===== config.mk =====
export PLATFORM = sky130hd
export DESIGN_NAME = pipe_hazard_unit
export DESIGN_NICKNAME = d
export VERILOG_FILES = /design/src/rtl/pipe_hazard_unit.sv
export SDC_FILE = /design/constraint.sdc
export NUM_CORES = 1
export LEC_CHECK = 0
export ABC_AREA = 1
export CAP_MARGIN = 20
export CORE_MARGIN = 10
export CORE_UTILIZATION = 35
export DETAILED_ROUTE_END_ITERATION = 6
export GPL_TIMING_DRIVEN = 1
export HOLD_SLACK_MARGIN = 0.15
export PLACE_DENSITY = 0.62
export SLEW_MARGIN = 20
export SYNTH_ARGS = -nofsm -noshare
export SYNTH_HDL_FRONTEND = slang
export SYNTH_SLANG_ARGS = --single-unit

===== constraint.sdc =====
create_clock -name clk -period 3.32 [get_ports clk]
set_clock_uncertainty 0.15 [all_clocks]
set_input_delay 0.996 -clock clk [delete_from_list [all_inputs] [get_ports clk]]
set_output_delay 0.996 -clock clk [all_outputs]
set_load 0.005 [all_outputs]

===== src/rtl/pipe_hazard_unit.sv =====
// pipe_hazard_unit: in-flight destination scoreboard driving forward selects,
// load-use stalls, redirect flushes and stall/flush perf counters.
module pipe_hazard_unit #(
  parameter int REG_AW = 5,
  parameter int NUM_SRC = 2,
  parameter int FWD_DEPTH = 2,
  parameter int LOAD_LAT = 1,
  parameter int CNT_W = 32,
  localparam int FSEL_W = $clog2(FWD_DEPTH + 1)
) (
  input  logic                      clk,
  input  logic                      reset,
  input  logic                      freeze,
  input  logic                      id_valid,
  input  logic [NUM_SRC*REG_AW-1:0] id_rs_addr,
  input  logic [NUM_SRC-1:0]        id_rs_used,
  input  logic [REG_AW-1:0]         id_rd_addr,
  input  logic                      id_reg_write,
  input  logic                      id_is_load,
  input  logic                      ex_redirect,
  output logic                      stall,
  output logic                      bubble_ex,
  output logic                      flush_if_id,
  output logic                      flush_id_ex,
  output logic [NUM_SRC*FSEL_W-1:0] fwd_sel,
  output logic                      ex_valid,
  output logic [CNT_W-1:0]          stall_count,
  output logic [CNT_W-1:0]          flush_count
);
  localparam int RW = (LOAD_LAT > 0) ? $clog2(LOAD_LAT + 1) : 1;
  logic              vld [FWD_DEPTH+1];
  logic              wr  [FWD_DEPTH+1];
  logic [REG_AW-1:0] rd  [FWD_DEPTH+1];
  logic [RW-1:0]     rem [FWD_DEPTH+1];
  logic [NUM_SRC*REG_AW-1:0] ex_src;
  logic [NUM_SRC-1:0]        ex_used;
  logic redir, hazard, found, hit;
  assign ex_valid = vld[0];
  assign redir = ex_redirect & vld[0];
  assign flush_if_id = redir;
  assign flush_id_ex = redir;
  assign stall = id_valid & ~redir & hazard;
  assign bubble_ex = stall;
  // only the youngest matching producer decides whether the operand must wait
  always_comb begin
    hazard = 1'b0;
    found = 1'b0;
    hit = 1'b0;
    for (int i = 0; i < NUM_SRC; i++) begin
      found = 1'b0;
      hit = 1'b0;
      for (int j = 0; j < FWD_DEPTH; j++)
        if (!found && id_rs_used[i] && vld[j] && wr[j] && rd[j] != '0 &&
            rd[j] == id_rs_addr[i*REG_AW +: REG_AW]) begin
          found = 1'b1;
          hit = rem[j] != '0;
        end
      hazard = hazard | hit;
    end
  end
  always_comb begin
    fwd_sel = '0;
    for (int i = 0; i < NUM_SRC; i++)
      for (int j = FWD_DEPTH; j >= 1; j--)
        if (vld[0] && ex_used[i] && ex_src[i*REG_AW +: REG_AW] != '0 &&
            vld[j] && wr[j] && rd[j] == ex_src[i*REG_AW +: REG_AW])
          fwd_sel[i*FSEL_W +: FSEL_W] = FSEL_W'(j);
  end
  always_ff @(posedge clk) begin
    if (!reset) begin
      for (int j = 0; j <= FWD_DEPTH; j++) begin
        vld[j] <= 1'b0;
        wr[j] <= 1'b0;
        rd[j] <= '0;
        rem[j] <= '0;
      end
      ex_src <= '0;
      ex_used <= '0;
      stall_count <= '0;
      flush_count <= '0;
    end else if (!freeze) begin
      for (int j = 1; j <= FWD_DEPTH; j++) begin
        vld[j] <= vld[j-1];
        wr[j] <= wr[j-1];
        rd[j] <= rd[j-1];
        rem[j] <= (rem[j-1] == '0) ? '0 : rem[j-1] - RW'(1);
      end
      vld[0] <= id_valid & ~stall & ~redir;
      wr[0] <= id_reg_write;
      rd[0] <= id_rd_addr;
      rem[0] <= id_is_load ? RW'(LOAD_LAT) : '0;
      ex_src <= id_rs_addr;
      ex_used <= id_rs_used;
      stall_count <= stall_count + CNT_W'(stall);
      flush_count <= flush_count + CNT_W'(redir);
    end
  end
endmodule


Run 1, register map, names as in the netlist:
Drawn at 3 px/um. Other sequential cells in the stronger gray, the rest of the logic in the fainter gray.
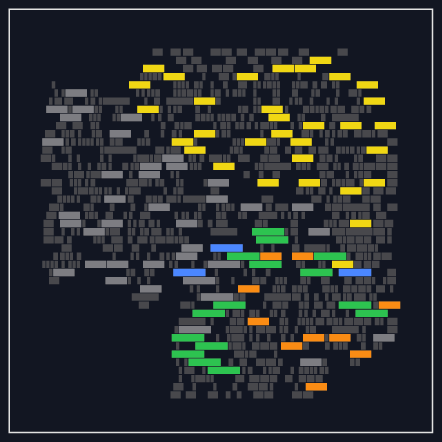
Key: orange = ex_src [flops 10]; blue = vld [flops 3]; yellow = stall_count [flops 32]; green = rd [flops 15]
Another 38 sequential cells are not colored.

Run 1, clock nets:
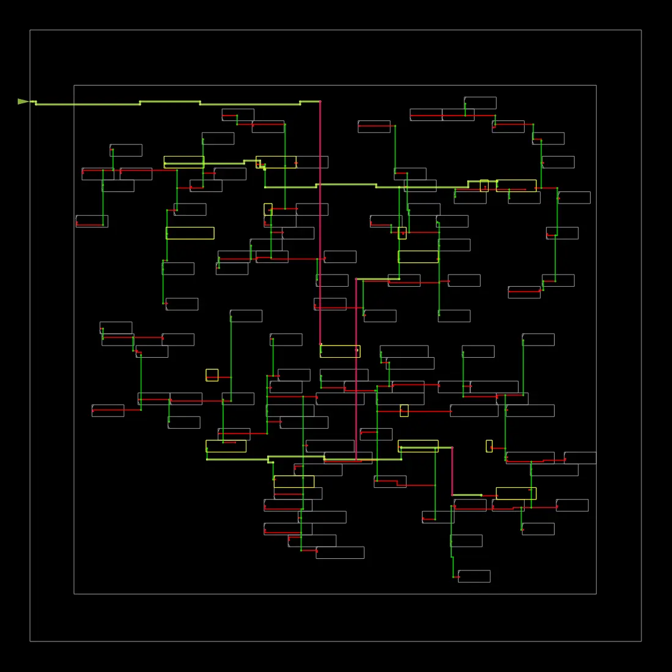
clock latency on the worst-skew pair: 350 ps
Layout clock buffers: 10
Flop Count: 98
power in the clock group: 1.03 mW
clock net sink count: 98

==> flow_summary.yaml, run 1 <==
# yosys + openroad results
cells_and_area:
  fin_nets: 884
  layout_top_cell: "nand2_1"
  fin_area_um2: 6940
  stdcell_count: 1041
  syn_to_final_growth_pct: 36.5
  drive_above_1_share_pct: 13.5
  diodes: 0
  layout_top_cells: "nand2_1, inv_1, nor2_1, clkdlybuf4s50_1, dfxtp_1"
setup_path:
  cp-end-kind: "output port"
  r2r_cells: 18
  cp_max_fo: 2
  r2r_end: "vld[0][0]"
  critPathRequiredTime_ps: 2170
  crit_arrival_ps: 2150
  worstReg2RegStart: "rd[0][4]"
  crit_type: "primary input to output port"
  cp-start-kind: "primary input"
  rrSetupSlack_ps: 400
power_and_ir_drop:
  p_sw_mw: 0.582
  power.internal_mw: 1.91
  netSwitchingFraction_pct: 23.4
  seqPwrFrac_pct: 51.2
  combPwrFrac_pct: 7.5
  power_leakage_nw: 2.88
  powerDensity_nw_per_um2: 358
  clock_power_share_pct: 41.3
  irDropWorstVdd_mv: 0.228
cts:
  clk_path_buf_depth: 2
  h-tree-depth: 3
  numCtsBuffers: 9
  clk_pin_slew_ps: 70
  cts_root_buffer: "clkbuf_16"
  cts_tree: "built"
die:
  fp_util_pct: 36.2
  die_x_um: 141
  die_h_um: 141
  rows: 43
  ios: 97
  core_area_um2: 14000
  dieArea_um2: 19800
placed_design:
  numPortBuffers: 96
  gp_congestion: 0.928
  hpwlAfterDp_um: 10800
  post_dp_cell_area_um2: 6470
  pre_cts_ws_ps: -730
  dp.cells: 1009
grt:
  antenna_found_initial: 0
  gr-usage-all-layers_pct: 14.4
  grt_first_pass_wirelength_um: 23400
  grt_pass1_vias: 4575
  grt_max_degree: 29
  overflow: 0
yosys:
  synth_nets: 742
  synth.avg_cell_area_um2: 7.12
  netlist.area_leader.share_pct: 29.9
  yosysWarnings: 0
  ys_top_cells_by_area: "dfxtp_1, edfxtp_1, nand2_1, inv_1, nor2_1"
  seq_area_frac_synth_pct: 42.9
  yosysCellCount: 714
  netlist_area_um2: 5090
  synth_flops: 98
  ys_types: 36
  synthCells: 714
  ys_area_um2: 5090
  synth_area_leader_cell: "dfxtp_1"
sta:
  fin_crit_ps: 3290
  finalClockPeriodUsage_pct: 99.1
  whs_ps: 324
  setup-violations-final: 0
  hold_viol: 0
  max-slew-margin-rel_pct: 67.3
  maxClockFrequency_mhz: 304
  tightestPinTransition_ps: 489
  finalWorstSetupSlack_ps: 28.8
  maxSlewViolCount: 0
worst_hold_path:
  hold_start: "ex_used[0]"
  hp-class: "flop to flop"
  hold_end: "ex_used[0]"
  whs_path_depth: 2
drt:
  drt_first_pass_iters: 5
  ant_nets: 0
  avgRoutedWirePerCell_um: 14.0
  drtIter0Drc: 304
  viasPerCell: 4.72
  drcViolationCount: 0
status:
  outcome: "completed"
run:
  warning_count: 26
  cap_violations: 0
Run 1, the metal 3 layer:
Drawn at 3 px/um.
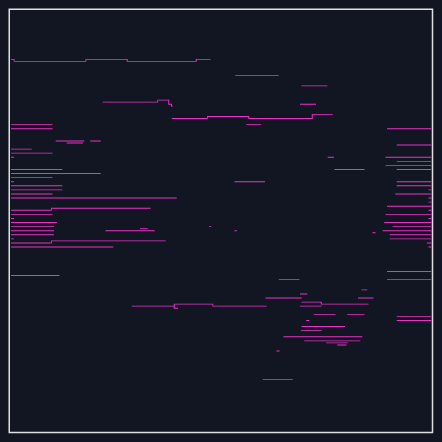
The layer carries 1150 um of wire. The longest straight run is 55.0 um. The layer holds 7.9% of the routed length. 76 nets have wire on it.
wirelength, routed: 14500 um
via count: 4916
M3 GR Usage: 6.05%

## run 1: cell usage after synthesis
cell      count
nand3_1      53
nor2_4        6
a31oi_1       1
edfxtp_1     22
nor3b_1       4
o21a_1        2
buf_4         2
o21ai_1       2
o21bai_1      2
nand2_2       2
inv_4         1
nor2_1      103
a21oi_1      34
nor2_2        9
ha_1          4
nand3_4       1
nor3_1       17
nor3_2        2
inv_2         1
buf_1         3
a21o_1        1
nand4_4       1
or2_2         1
nand3b_1      2
dfxtp_1      76
o21ai_0      20
xnor2_1       6
nand2_1     157
nand3_2       1
xor2_1       20
a211oi_1      1
o22ai_1       7
clkbuf_1      9
inv_1       116
nand4_1      24
nor3b_2       1
## run 1: through the flow
| stage | utilization (%) | power (mW) | setup TNS (ps) |
|---|---|---|---|
| finish | 49.4 | 2.49 | 0 |
| detailed placement | 46.1 | 1.48 | -16250 |
| global route | 49.4 | 2.60 | -45.2 |
| CTS | 48.8 | 2.51 | 0 |
| floorplan | - | 1.39 | 0 |
| global placement | 46.1 | 1.48 | -15840 |
## run 1: how the worst max path moves through the flow
stage          cells after the start               to  slack [ps]          start
2_1_floorplan                     16  stall_count[22]         220  id_rs_addr[5]
3_3_place_gp                       8        bubble_ex        -720  id_rs_addr[5]
3_5_place_dp                       8        bubble_ex        -730  id_rs_addr[5]
4_1_cts                            9        bubble_ex          10  id_rs_addr[6]
5_1_grt                            9            stall         -20  id_rs_addr[4]
6_report                           9        bubble_ex          30  id_rs_addr[4]
## run 1: cells by family after synthesis
family	share of synthesized area, %
simple gates	34.3
buf+inv	9.94
flops	42.9
compound gates	7.38
xor+xnor	4.48
fa+ha+maj	0.984
## run 1: sequential cells by signal, summed over array words and instances (netlist names)
name / count
ex_src: 10
ex_used: 2
flush_count: 32
rd: 15
rem: 1
stall_count: 32
vld: 3
wr: 3
## run 1: critical path: stages
cell           delay (ps)
dlygate4sd2_1         260
xor2_1                140
nor2_1                130
nand3_2               110
nand2_2               100
nand2_2                70
nor2_4                130
buf_6                 110
buf_2                 100
## run 1: metal layers
metal	vias up	global-route usage (%)	wire length (um)
met5	-	0	0
met4	0	3.75	178
met3	15	6.05	1150
met2	113	22.6	6650
met1	2237	17.8	6550
li1	2551	-	-
## run 1: power by group through the flow
stage	Clock, mW	Sequential [mW]	Combinational, mW
2_1_floorplan	0	1.29	0.0966
3_3_place_gp	0	1.30	0.181
3_5_place_dp	0	1.30	0.182
4_1_cts	1.06	1.27	0.183
5_1_grt	1.11	1.28	0.208
6_report	1.03	1.27	0.186
## run 1: area by class of cell
class / count / area (um2)
fill: 1394 / 7100
multi-input combinational: 484 / 2500
sequential: 98 / 2180
timing repair buffer: 145 / 1300
inverter: 118 / 445
clock buffer: 10 / 229
tap: 180 / 225
clock inverter: 6 / 57.6
## run 1: repair_timing
item	4_1_cts	5_1_grt
setup endpoints to repair	29	21
gates resized	30	31
hold buffers	0	0
pin swaps	9	12
buffers inserted	14	2
Run 1, drive-strength map:
Drawn at 3 px/um.
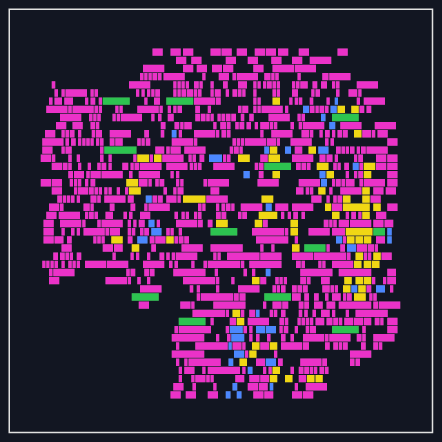

==> run 1 -> run 2 <==
- SETUP_SLACK_MARGIN: unset -> 0.4
Run 2, drive-strength map:
Drawn at 3 px/um.
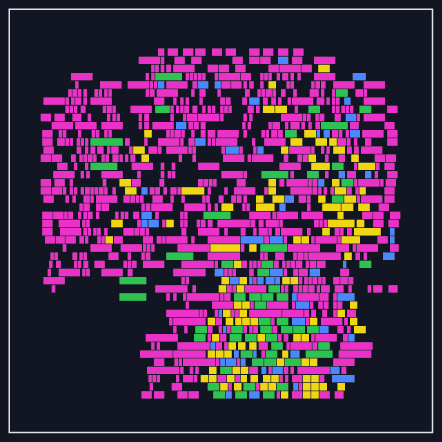
Key: green = drive 6 and up [cells 56, share 6.1%]; blue = drive 2 [cells 60, share 6.5%]; magenta = drive 1 or less [cells 702, share 76%]; yellow = drive 3 to 4 [cells 106, share 11%]

Run 2, routed metal per tile:
Drawn at 3 px/um. The die is cut into 28 by 28 equal tiles; black is low, pale yellow is high, scaled to the fullest tile. Values are wire area over tile area, all layers added.
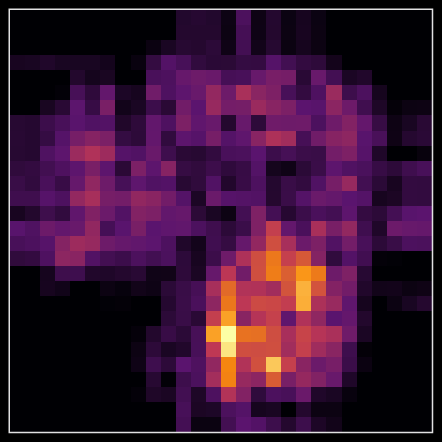
The emptiest ninth of the die: bottom left. 5.2% of the tiles are over half the peak. The mean over all tiles is 0.14. The densest ninth of the die: bottom middle. 28% of the tiles are nearly empty.
wirelength, routed: 17000 um
via count: 5434

==> flow_summary.yaml, run 2 <==
# yosys + openroad results
yosys:
  synthCells: 714
  yosysCellCount: 714
  synth_flops: 98
  ys_top_cells_by_area: "dfxtp_1, edfxtp_1, nand2_1, inv_1, nor2_1"
  ys_types: 36
  ys_area_um2: 5090
  synthMostInstantiatedCell: "nand2_1"
  seq_area_frac_synth_pct: 42.9
  synth_nets: 742
  yosysWarnings: 0
  synth.avg_cell_area_um2: 7.12
  synth_area_leader_cell: "dfxtp_1"
  ys_async_sr_fraction_pct: 0
  netlist_area_um2: 5090
  synthTopCellsByCount: "nand2_1, inv_1, nor2_1"
  netlist.area_leader.share_pct: 29.9
  edf_count: 22
  ff_type: "dfxtp_1"
power_and_ir_drop:
  irDropWorstVdd_mv: 0.208
  power_leakage_nw: 3.30
  powerDensity_nw_per_um2: 343
setup_path:
  critPathRequiredTime_ps: 2170
  cp_max_fo: 3
  r2r_cells: 18
  worstReg2RegStart: "rd[0][3]"
  r2r_end: "stall_count[22]"
  cp-end-kind: "output port"
  rrSetupSlack_ps: 400
  crit_arrival_ps: 2000
  crit_type: "primary input to output port"
  cp-start-kind: "primary input"
drt:
  avgRoutedWirePerCell_um: 15.4
  ant_nets: 0
  drcViolationCount: 0
  drtIter0Drc: 403
  viasPerCell: 4.92
  drt_first_pass_iters: 7
cts:
  cts_tree: "built"
  numCtsBuffers: 9
  clk_path_buf_depth: 2
  cts_sinks: 98
  clk-insertion-delay-late_ps: 360
  clk_pin_slew_ps: 70
  ctsHoldBuffers: 0
  h-tree-depth: 3
  cts_root_buffer: "clkbuf_16"
grt:
  gr-usage-all-layers_pct: 15.8
  antenna_found_initial: 0
  overflow: 0
  grt_max_degree: 29
  grt_pass1_vias: 5048
  grt_first_pass_wirelength_um: 25600
sta:
  finalClockPeriodUsage_pct: 94.7
  tightestPinTransition_ps: 537
  hold_viol: 0
  setup_tns_ps: 0
  rsz0062_at_grt: "true"
  setup-violations-final: 0
  fin_crit_ps: 3140
  finalWorstSetupSlack_ps: 176
  max-slew-margin-rel_pct: 63.9
  maxClockFrequency_mhz: 318
  maxSlewViolCount: 0
die:
  die_h_um: 141
  fp_util_pct: 36.2
  dieArea_um2: 19800
  rows: 43
  core_area_um2: 14000
  die_x_um: 141
  ios: 97
cells_and_area:
  num-fill-cells: 1258
  fin_util_pct: 55.4
  largestRegisters: "flush_count x32, stall_count x32, rd x15"
  layout_top_cells: "nand2_1, inv_1, nor2_1, clkdlybuf4s50_1"
  drive_above_1_share_pct: 24.0
  fin_nets: 947
  layout_top_cell: "nand2_1"
  diodes: 0
  syn_to_final_growth_pct: 53.0
status:
  outcome: "completed"
run:
  cap_violations: 0
  warning_count: 29
placed_design:
  hpwlAfterDp_um: 10900
  numPortBuffers: 96
  pre_cts_ws_ps: -584
  gp_congestion: 0.901
worst_hold_path:
  hold_end: "ex_used[1]"
  hold_start: "ex_used[1]"
  whs_path_depth: 2
  hp-class: "flop to flop"
==> run 2: netlist changes by cell type in the layout (fill, tap and decap cells not counted), sizes merged <==
cell	previous run	this run
clkdlybuf4s50	80	75
dlygate4sd2	7	4
clkinvlp	1	0
clkinv	4	1
buf	51	121
clkbuf	15	20
==> run 2: metal layers <==
layer,GRT usage (%),part of all wire [%],vias up
met2,25.4,47,212
met3,5.10,7.8,59
met4,7.17,3.9,0
met5,0,0,-
li1,-,-,2683
met1,18.7,41,2480
==> run 2: per-stage QoR <==
step / total power [mW] / instances / area (um2) / hold WS [ps]
floorplan: 1.39 / 714 / 5140 / 296
global placement: 1.48 / 1012 / 6540 / 307
detailed placement: 1.48 / 1012 / 6540 / 310
CTS: 2.63 / 1101 / 7470 / 321
global route: 2.76 / 1104 / 7780 / 346
finish: 2.67 / 1104 / 7780 / 324
==> run 2: worst max-delay path by stage <==
stage                             start         endpoint  slack, ps  cells after the start
after global routing      id_rs_addr[4]        bubble_ex        120                      8
after detailed placement  id_rs_addr[8]            stall       -580                      8
after floorplan           id_rs_addr[5]  stall_count[22]        360                     16
after CTS                 id_rs_addr[8]            stall        160                      8
final                     id_rs_addr[3]        bubble_ex        180                      9
after global placement    id_rs_addr[8]            stall       -580                      8
==> run 2: layout make-up <==
cell class	instances	area [um2]	area share, %
clock buffer	14	275	3.54
clock inverter	2	35.0	0.450
inverter	118	455	5.85
multi-input combinational	484	2700	34.7
sequential	98	2180	28.1
tap	180	225	2.89
timing repair buffer	208	1910	24.5
==> run 2: timing repair <==
| action | CTS | global route |
|---|---|---|
| buffers inserted | 73 | 3 |
| endpoints found under the setup margin | 48 | 39 |
| pin swaps | 24 | 33 |
| gates resized | 80 | 98 |
| endpoints found under the hold margin | 0 | 0 |
==> run 2: worst max-delay path: stages <==
cell	delay (ps)
buf_6	100
inv_4	50
nand2_1	60
a21oi_1	210
nand3_1	140
nand2_2	130
nand2_2	70
nor2_4	120
buf_2	130
==> run 2: kinds of logic (layout without fill, tap and decap cells) <==
kind of cell / Yosys count / in the layout / share of synthesized area [%]
simple gates: 384 / 384 / 34.3
xor+xnor: 26 / 26 / 4.48
buf+inv: 132 / 342 / 9.94
compound gates: 70 / 70 / 7.38
fa+ha+maj: 4 / 4 / 0.984
flops: 98 / 98 / 42.9
==> run 2: power by group <==
part	internal, mW	switching [mW]	total, mW
combinational	0.151	0.141	0.292
sequential	1.25	0.0292	1.28
clock	0.651	0.448	1.10
Power is estimated from default activity; no workload was simulated.
